**Run 1: sequential cells grouped by signal name**

Bar = 20 um.
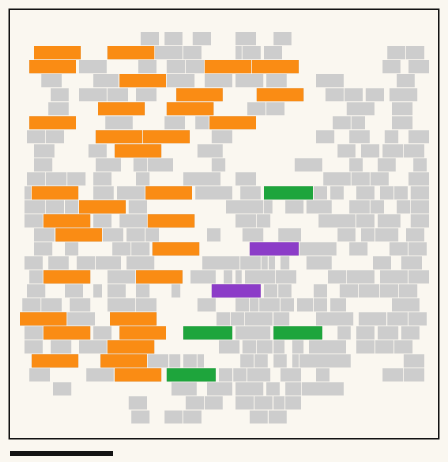
**Run 1: floorplan with the power grid**

Bar = 20 um. Pins as bars on the die edge. Tap cells in grey.
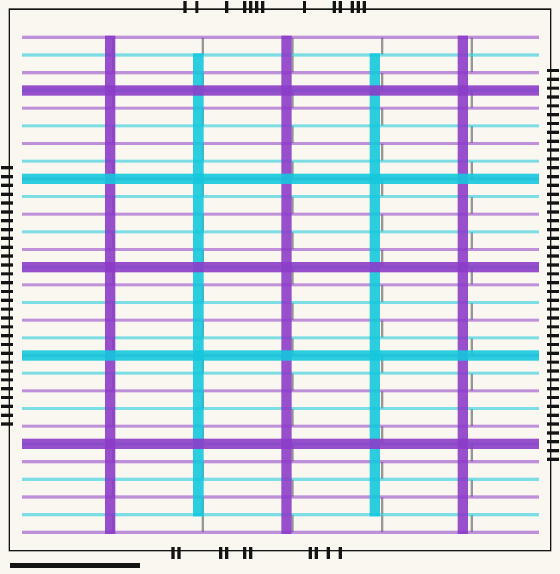
**Run 1: cell density map**

Bar = 20 um. The die is cut into 8 by 8 equal tiles; white is low, dark blue is high, 0 to 100% covered.
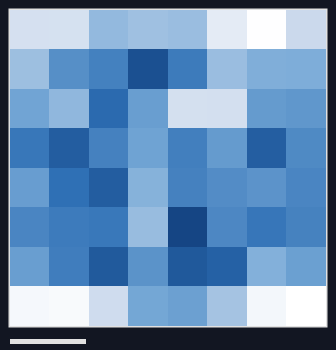
Design lut_share_arbiter_flat, sky130hd; sources not shown.
==> results.cfg, run 1 <==
; implementation run metrics
[flow_run]
max_cap_viol_count = 0

[drt]
wl_um = 5710
wl_per_cell_um = 15.9
drc = 0
routed-wl-met3_um = 543
highest_layer = met4

[sta]
setup_viol = 44
relSlewSlack_pct = 67.8
drv_slew = 0
skew_ps = 2.57
period_used_pct = 129
final-hold-violation-count = 0
rsz0062_at_grt = yes
layout_setup_ws_ps = -560

[place]
dp_cells = 328
hpwlAfterDp_um = 4010
post_dp_cell_area_sq_um = 3280
portBuffers = 97

[floorplanning]
ios = 98

[logic_synthesis]
synthTopCellsByCount = dfrtp_1 (36), mux2_2 (31), a221o_1 (8), mux2_4 (8), nor3b_1 (8)
fp_nets = 188
synth.most_common_cell = dfrtp_1
yosys_warnings = 0
ys_chip_area_sq_um = 1920
simple_gate_share_pct = 12.6
synth_xor_xnor_area_share_pct = 0
top_cells_by_area = dfrtp_1 (47%), mux2_2 (18%), mux2_4 (6.2%)
synth_compound_gate_area_share_pct = 10.5

[grt]
grt_most_used_layer = met2
antenna_found_initial = 0
met3_usage_pct = 7.26
met1_usage_pct = 19.7
grt_pass1_wl_um = 8880

[pwr]
power_frac_comb_pct = 69.0
maxPowerGroup = combinational cells
switching_share_pct = 41.1

[finish]
comb_cells = 94
stdcell_count = 360
n_antenna_cell = 0
finalNetCount = 334
finish.instance_area_sq_um = 3690
drive_above_1_share_pct = 52.3

[clocking]
cts_buffers = 5
clock-sinks = 38
hold_buffers = 1
cts_max_path_buffers = 2
clk_pin_slew_ps = 70
root_buffer = clkbuf_8
cts_tree = yes

[critical_path]
crit_family = AND-OR/OR-AND gates
worst_path_largest_cell_delay_ps = 420
setup.worst_path.class = flop to primary output
cp_slowest_cell = dfrtp_2

[status]
status = finished, violations left
violations = setup timing
-- 'sequential cells grouped by signal name' (at the start) --
signal	colour	placed flops
u_core.bus.rsp_data	orange	32
u_core.bus.rsp_valid	green	4
u_core.r_last	purple	2
Seq. pwr: 1.51 mW
flop share of the area: 26.0%
Flop area: 958 sq um

-- 'floorplan with the power grid' (at the start) --
net	colour
VDD	cyan
VSS	purple
met5 straps	5
met4 straps	5
tap cells	75
Max IR drop VDD: 0.956 mV
die height: 83.1 um

-- 'cell density map' (at the start) --
fullest tile	92%
tiles over 75% full	14%
nearly empty tiles	3.1%
emptiest ninth of the die	upper right
densest ninth of the die	middle left
final core utilization: 60.9%
CORE AREA: 6060 sq um
Initial Utilization: 31.8%

==> inputs of run 2 (changes only) <==
--- a/config.mk
+++ b/config.mk
@@ -11,7 +11,6 @@
 export CTS_BUF_LIST = sky130_fd_sc_hd__clkbuf_4 sky130_fd_sc_hd__clkbuf_8 sky130_fd_sc_hd__clkbuf_16
 export CTS_CLUSTER_SIZE = 28
 export DETAILED_ROUTE_END_ITERATION = 16
-export PLACE_DENSITY = 0.66
 export SLEW_MARGIN = 20
 export SYNTH_ARGS = -nofsm -noshare
 export SYNTH_HDL_FRONTEND = slang
==> constraint.sdc (replaced) <==
create_clock -name clk -period 2.6 [get_ports clk]
set_input_delay 0.26 -clock clk [delete_from_list [all_inputs] [get_ports clk]]
set_output_delay 0.26 -clock clk [all_outputs]
set_load 0.03 [all_outputs]
==> results.cfg, run 2 <==
; implementation run metrics
[logic_synthesis]
synth_area_sq_um = 1920
synthTopCellsByCount = dfrtp_1 (36), mux2_2 (31), a221o_1 (8), mux2_4 (8), nor3b_1 (8)
yosys_warnings = 0
synth_compound_gate_area_share_pct = 10.5
ys_chip_area_sq_um = 1920
ys.flop_type = dfrtp_1
synth.most_common_cell = dfrtp_1
ys_async_sr_fraction_pct = 100
edf_count = 0
synth_xor_xnor_area_share_pct = 0
seq_area_frac_synth_pct = 49.5
simple_gate_share_pct = 12.6
top_cells_by_area = dfrtp_1 (47%), mux2_2 (18%), mux2_4 (6.2%)
logic_family = multiplexers
fp_nets = 188
ys.flops = 38

[drt]
highest_layer = met4
routed-wl-met3_um = 613
wl_met1_um = 2560
drc = 0
wl_um = 5730

[finish]
finish.instance_area_sq_um = 3380
inverters = 3
finalNetCount = 310
comb_cells = 94
n_antenna_cell = 0
clk_share_pct = 4.22
buffer_area_share_pct = 33.9
drive_above_1_share_pct = 41.0
comb_area_sq_um = 1030

[pwr]
ir_drop_mv = 0.682
p_clk_share_pct = 13.1
maxPowerGroup = combinational cells
leakage_nw = 1.46
switching_share_pct = 41.4
power_frac_comb_pct = 63.6
p_switching_mw = 1.95

[floorplanning]
fp_util_pct = 31.8
die_h_um = 83.1
coreArea_sq_um = 6060
die_x_um = 83.1
ios = 98

[place]
dp_cells = 320
portBuffers = 97
post_dp_cell_area_sq_um = 3040
hpwlAfterDp_um = 3930

[sta]
skew_ps = 8.67
relSlewSlack_pct = 67.9
final-hold-violation-count = 0
drv_slew = 0
setup_viol = 0
layout_setup_ws_ps = 59.3
period_used_pct = 97.7

[clocking]
root_buffer = clkbuf_8
cts_max_path_buffers = 2
cts_buffers = 5
cts_tree = yes
hold_buffers = 0
clock-sinks = 38
clk_pin_slew_ps = 80

[critical_path]
crit_family = AND-OR/OR-AND gates
setup.worst_path.class = primary input to primary output
worst_path_largest_cell_delay_ps = 470
cp_slowest_cell = clkdlybuf4s50_1
crit_fanout = 6

[grt]
grt_pass1_wl_um = 8980
antenna_found_initial = 0
met3_usage_pct = 7.46
met1_usage_pct = 20.8
grt_overflow = 0
grt_most_used_layer = met2

[flow_run]
tool_warnings = 27
max_cap_viol_count = 0

[status]
status = completed
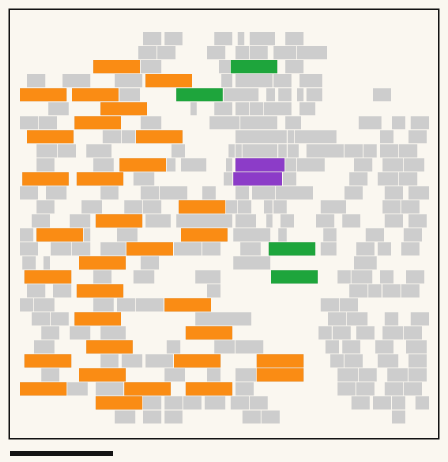
**Above:** run 2 (sequential cells grouped by signal name).
Bar = 20 um.
signal	colour	placed flops
u_core.r_last	purple	2
u_core.bus.rsp_valid	green	4
u_core.bus.rsp_data	orange	32
Flop area: 953 sq um
Seq. pwr: 1.10 mW
flop share of the area: 28.2%
final core utilization: 55.8%

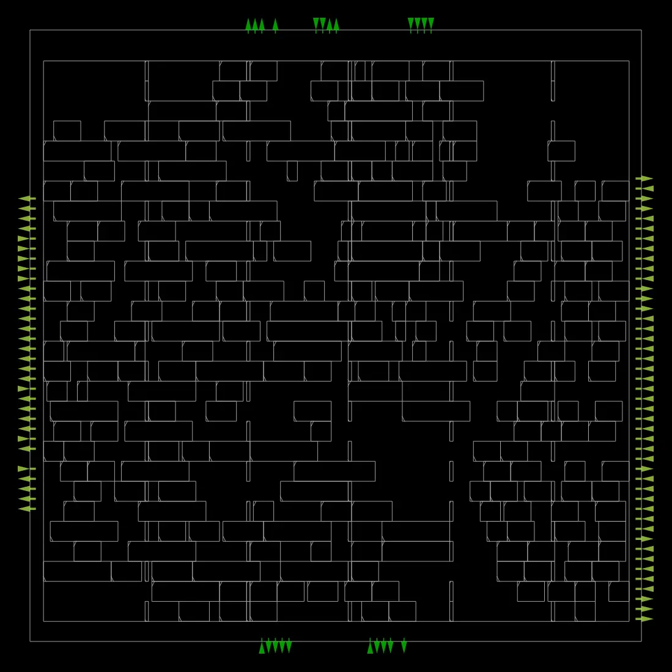
**Above:** run 2 (cell placement).
tap cells: 75
FP Rows: 28
flop count: 38
Fillers: 535
fin cells: 336

No activity file was given, so power comes from the tool's default toggle rates.
